## src/rtl/xpkt_pkg.sv

```systemverilog
`default_nettype none
// ============================================================================
// Package     : xpkt_pkg
// Description : Shared types and constants for the switch-port packet reader.
//               Reader FSM state encoding, error-counter ceiling and a
//               saturating increment helper.
// Revision    : 1.0 - initial release
// ============================================================================
package xpkt_pkg;

  // Packet-reader FSM states
  typedef enum logic [1:0] {
    IDLE = 2'd0,
    BODY = 2'd1,
    DROP = 2'd2
  } state_e;

  // Truncation counter ceiling
  localparam logic [7:0] ERR_CNT_MAX = 8'hFF;

  // Saturating 8-bit increment
  function automatic logic [7:0] sat_inc8(input logic [7:0] v);
    return (v == ERR_CNT_MAX) ? v : v + 8'd1;
  endfunction

endpackage : xpkt_pkg
`default_nettype wire

```

## src/rtl/xskid2.sv

```systemverilog
`default_nettype none
// ============================================================================
// Module      : xskid2
// Description : Generic 2-entry valid/ready skid buffer. The head entry drives
//               dout directly from a register, so outputs stay stable while
//               valid=1 and ready=0. A push into a full buffer is ignored;
//               the producer is expected to honour 'full'.
// Ports       : clk, rstn     - clock, synchronous active-low reset
//               push, din     - write strobe and data
//               full          - both entries occupied (registered)
//               valid, ready  - downstream handshake
//               dout          - head entry
// Revision    : 1.0 - initial release
// ============================================================================
module xskid2 #(
  parameter int W = 8
) (
  input  logic         clk,
  input  logic         rstn,
  input  logic         push,
  input  logic [W-1:0] din,
  output logic         full,
  output logic         valid,
  input  logic         ready,
  output logic [W-1:0] dout
);

  logic [1:0]   cnt;
  logic [W-1:0] e0;   // head
  logic [W-1:0] e1;   // second entry
  logic         pop;

  assign valid = (cnt != 2'd0);
  assign full  = (cnt == 2'd2);
  assign pop   = valid & ready;
  assign dout  = e0;

  always_ff @(posedge clk) begin
    if (!rstn) begin
      cnt <= 2'd0;
      e0  <= '0;
      e1  <= '0;
    end else begin
      case (cnt)
        2'd0: begin
          if (push) begin
            e0  <= din;
            cnt <= 2'd1;
          end
        end
        2'd1: begin
          // Simultaneous push/pop: new word goes straight to the head.
          if (push && pop) begin
            e0 <= din;
          end else if (push) begin
            e1  <= din;
            cnt <= 2'd2;
          end else if (pop) begin
            cnt <= 2'd0;
          end
        end
        default: begin
          if (pop) begin
            e0  <= e1;
            cnt <= 2'd1;
          end
        end
      endcase
    end
  end

endmodule : xskid2
`default_nettype wire

```

## src/rtl/xff_pkt_rd.sv

```systemverilog
`default_nettype none
// ============================================================================
// Module      : xff_pkt_rd
// Description : Packet reader for the read side of a switch-port FIFO. Pops
//               flits via ff_re/ff_empty_n, tracks packet length, truncates
//               packets longer than MAXLEN (forcing a tail and draining the
//               rest) and presents flits through a 2-entry skid buffer.
// Ports       : clk, rstn        - clock, synchronous active-low reset
//               ff_empty_n, ff_re, ff_q - FIFO strobe interface, ff_q[DW]=last
//               o_valid, o_ready - downstream handshake
//               o_data, o_last, o_len, o_trunc - flit and tail information
//               err_cnt          - saturating truncation count
// Revision    : 1.0 - initial release
// ============================================================================
module xff_pkt_rd
  import xpkt_pkg::*;
#(
  parameter int DW     = 8,
  parameter int MAXLEN = 16,
  parameter int LW     = $clog2(MAXLEN + 1)
) (
  input  logic          clk,
  input  logic          rstn,
  input  logic          ff_empty_n,
  output logic          ff_re,
  input  logic [DW:0]   ff_q,
  output logic          o_valid,
  input  logic          o_ready,
  output logic [DW-1:0] o_data,
  output logic          o_last,
  output logic [LW-1:0] o_len,
  output logic          o_trunc,
  output logic [7:0]    err_cnt
);

  typedef struct packed {
    logic [DW-1:0] data;
    logic          last;
    logic [LW-1:0] len;
    logic          trunc;
  } entry_t;

  localparam int            EW       = DW + LW + 2;
  localparam logic [LW-1:0] MAXLEN_L = LW'(MAXLEN);

  state_e        state, next_state;
  logic [LW-1:0] fcnt, next_fcnt, fcnt_inc;
  logic          skid_full;
  logic          push;
  logic          err_inc;
  logic          flit_last;
  entry_t        push_entry;
  entry_t        head;

  // Fullness is registered inside the skid, so o_ready never reaches ff_re.
  assign ff_re     = rstn & ff_empty_n & ((state == DROP) | ~skid_full);
  assign flit_last = ff_q[DW];
  assign fcnt_inc  = fcnt + LW'(1);

  always_ff @(posedge clk) begin
    if (!rstn) begin
      state   <= IDLE;
      fcnt    <= '0;
      err_cnt <= 8'd0;
    end else begin
      state <= next_state;
      fcnt  <= next_fcnt;
      if (err_inc) begin
        err_cnt <= sat_inc8(err_cnt);
      end
    end
  end

  always_comb begin
    next_state       = state;
    next_fcnt        = fcnt;
    push             = 1'b0;
    err_inc          = 1'b0;
    push_entry.data  = ff_q[DW-1:0];
    push_entry.last  = 1'b0;
    push_entry.len   = fcnt_inc;
    push_entry.trunc = 1'b0;

    if (ff_re) begin
      case (state)
        IDLE: begin
          push = 1'b1;
          if (flit_last) begin
            push_entry.last = 1'b1;
            next_fcnt       = '0;
          end else begin
            next_state = BODY;
            next_fcnt  = fcnt_inc;
          end
        end
        BODY: begin
          push = 1'b1;
          // A natural tail on flit MAXLEN wins over truncation.
          if (flit_last) begin
            push_entry.last = 1'b1;
            next_fcnt       = '0;
            next_state      = IDLE;
          end else if (fcnt_inc == MAXLEN_L) begin
            push_entry.last  = 1'b1;
            push_entry.trunc = 1'b1;
            err_inc          = 1'b1;
            next_fcnt        = '0;
            next_state       = DROP;
          end else begin
            next_fcnt = fcnt_inc;
          end
        end
        DROP: begin
          if (flit_last) begin
            next_fcnt  = '0;
            next_state = IDLE;
          end
        end
        default: begin
          next_state = IDLE;
          next_fcnt  = '0;
        end
      endcase
    end
  end

  xskid2 #(
    .W (EW)
  ) u_skid (
    .clk   (clk),
    .rstn  (rstn),
    .push  (push),
    .din   (push_entry),
    .full  (skid_full),
    .valid (o_valid),
    .ready (o_ready),
    .dout  (head)
  );

  assign o_data  = head.data;
  assign o_last  = head.last;
  assign o_len   = head.len;
  assign o_trunc = head.trunc;

endmodule : xff_pkt_rd
`default_nettype wire
```

## config.mk

```make
export PLATFORM = sky130hd
export DESIGN_NAME = xff_pkt_rd
export DESIGN_NICKNAME = d
export VERILOG_FILES = /design/src/rtl/xpkt_pkg.sv /design/src/rtl/xskid2.sv /design/src/rtl/xff_pkt_rd.sv
export SDC_FILE = /design/constraint.sdc
export NUM_CORES = 1
export LEC_CHECK = 0
export ABC_AREA = 1
export ABC_CLOCK_PERIOD_IN_PS = 3850
export CORE_UTILIZATION = 40
export DETAILED_ROUTE_END_ITERATION = 16
export GPL_TIMING_DRIVEN = 0
export SETUP_SLACK_MARGIN = 0.4
export SLEW_MARGIN = 20
export SYNTH_ARGS = -nofsm -noshare
export SYNTH_HDL_FRONTEND = slang
export SYNTH_HIERARCHICAL = 1
export SYNTH_SLANG_ARGS = --single-unit
export TNS_END_PERCENT = 30
```

## constraint.sdc

```tcl
create_clock -name clk -period 3.85 [get_ports clk]
set_clock_uncertainty 0.2 [all_clocks]
set_input_delay 0.9625 -clock clk [delete_from_list [all_inputs] [get_ports clk]]
set_output_delay 0.9625 -clock clk [all_outputs]
set_load 0.01 [all_outputs]
```

==> flow_metrics.env <==
# flow metrics
export IMPL_critPathMaxFanout=3
export IMPL_cts_setup_buffers=0
export IMPL_pin_count=38
export IMPL_first_global_vias=1979
export IMPL_num_fill_cells=573
export IMPL_core_um2=5574
export IMPL_setup_viol=0
export IMPL_critPathRequiredTime_ps=2690
export IMPL_period_needed_ps=3393
export IMPL_ys_chip_area_um2=2343
export IMPL_antenna_found_initial=0
export IMPL_timing_rr_start="u_skid/cnt[1]$_SDFFE_PN0P_"
export IMPL_regToRegSetupSlack_ps=1130
export IMPL_combPwrFrac=0.122
export IMPL_critPathTopFamily="buffers and inverters"
export IMPL_cts_resized=2
export IMPL_grt_max_degree=16
export IMPL_ir_drop_mv=0.2192
export IMPL_tritoncts="yes"
export IMPL_synthSimpleGateAreaFrac=0.3764
export IMPL_critPathCaptureType="output pin"
export IMPL_gp_congestion=0.7660
export IMPL_synth_flops=47
export IMPL_crit_buf_inv=2
export IMPL_outcome="completed"
export IMPL_r2r_cells=14
export IMPL_holdPathEnd="u_skid/e1[9]$_SDFFE_PN0P_"
export IMPL_worst_pin_slew_ps=560.4
export IMPL_hold_depth=2
export IMPL_criticalPathCategory="in2out"
export IMPL_cts_buffer_depth=2
export IMPL_path_cells="clkdlybuf4s50_1, nand2_1, a21oi_4, clkdlybuf4s50_1"
export IMPL_top_power_group="sequential cells"
export IMPL_ys_cells=330
export IMPL_fp_dieArea_um2=6169
export IMPL_cts_root_buf="clkbuf_8"
export IMPL_yosysUniqueCellTypes=33
export IMPL_drc=0
export IMPL_swShare=0.2435
export IMPL_warnings=26
export IMPL_yosys_area_share_adder=0.01068
export IMPL_grt_setup_unrepaired="no"
routing by layer:
layer  GRT usage  part of all wire  vias up
met1      0.2440              0.48      964
met4     0.07778             0.014        0
met2      0.3000              0.45       51
met5           0                 0        -
li1            -                 -     1148
met3     0.03256             0.050        7
Yosys cell counts (all sizes together):
| cell type | number | area [um2] |
|---|---|---|
| o31ai | 1 | 7.510 |
| nor2 | 55 | 284.0 |
| a32o | 2 | 20.02 |
| inv | 26 | 100.1 |
| nand4 | 7 | 65.06 |
| clkinv | 1 | 5.000 |
| o21bai | 1 | 7.510 |
| o21ai | 24 | 120.1 |
| dfxtp | 47 | 940.9 |
| nand2 | 109 | 419.2 |
| clkbuf | 2 | 11.26 |
| o21a | 1 | 7.510 |
| nor4 | 1 | 6.260 |
| nor3 | 1 | 5.000 |
| ha | 2 | 25.02 |
| nand3 | 16 | 102.6 |
| buf | 10 | 85.07 |
| a21oi | 24 | 131.4 |
metrics by stage:
stage	hold WS [ps]	cells	instance area (um2)	util
after floorplan	244.5	330	2344	-
after global placement	252.1	439	2804	0.5030
after detailed placement	255.3	439	2804	0.5030
after CTS	269.4	447	2940	0.5275
after global routing	292.4	447	2935	0.5266
final	269.8	447	2935	0.5266
registers in the layout, summed over array words and instances (netlist names):
name and count:
u_skid/dout 15, u_skid/e1 15, state 2, u_skid/cnt 2, fcnt 5, err_cnt 8
cell type report:
| class | count | area share |
|---|---|---|
| inverter | 27 | 0.03581 |
| sequential | 47 | 0.3205 |
| buffer | 12 | 0.03282 |
| multi-input combinational | 244 | 0.4092 |
| clock inverter | 3 | 0.02302 |
| clock buffer | 5 | 0.02344 |
| tap | 72 | 0.03069 |
| timing repair buffer | 37 | 0.1245 |
gate_families.png
(4 px per um)
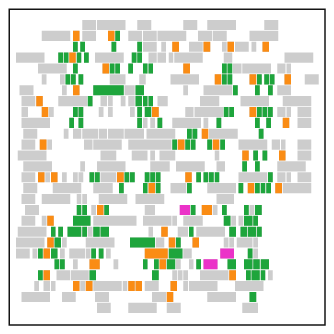
family	colour	cells
inverting AOI/OAI gates	orange	50
AND-OR and OR-AND gates	magenta	3
NAND gates	green	132
final cell count without fillers: 447
logic share of the area: 0.4092
most numerous logic cell after layout: nand2_1

final_clocks.png
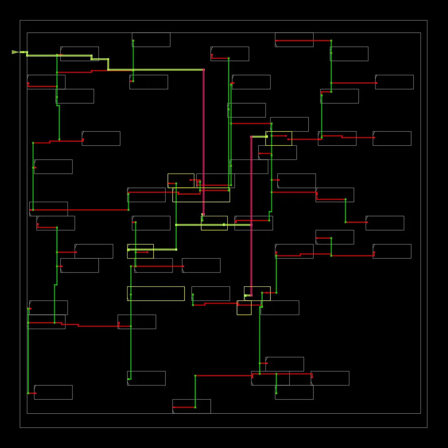
number of clock buffers in the layout: 5
worst skew pair latency: 300 ps
Flop Count: 47
total CTS buffers: 5
clk sinks: 47

met3.png
(6 px per um)
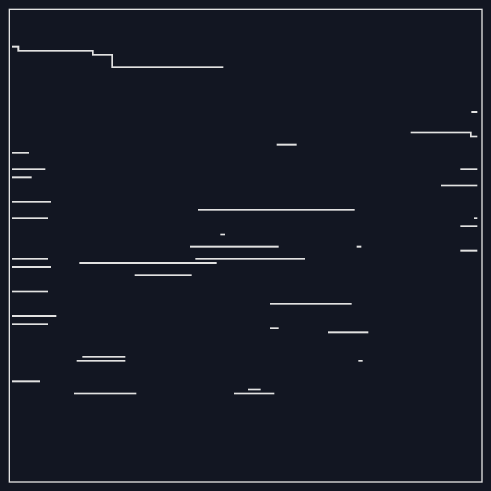
share of all routed wire	5.0%
longest straight run	25.8 um
wire length on this layer	270 um
nets with wire on the layer	31
via count: 2170
routed wire length: 5.378 mm
met3 Use GR: 0.03256

metal_stack.png
(4 px per um)
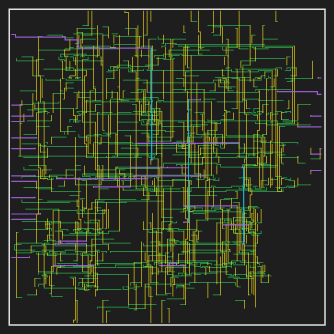
layer	colour	wire length
met1	green	2590 um
met2	yellow	2440 um
met3	purple	270 um
met4	cyan	77.5 um
gr usage total: 0.1864
DR WL/cell: 12.03 um

clock_map.png
(6 px per um)
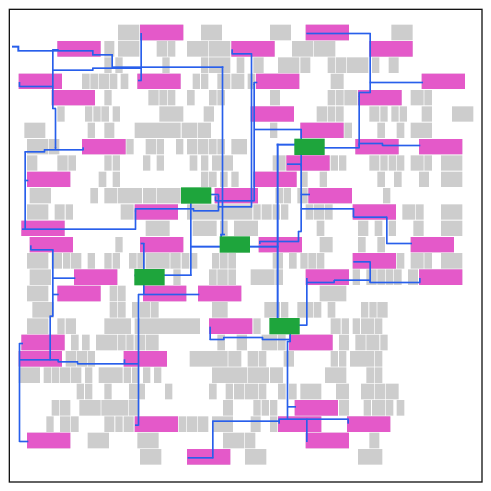
[cells driving clock nets] green | count: 5
[flip-flops] magenta | count: 47
[clock wires] blue | length: 657 um
flops lie	all over the die
routed clock nets	6
P_clk: 441 uW
Clk pwr share: 0.405

No activity file was given, so power comes from the tool's default toggle rates.
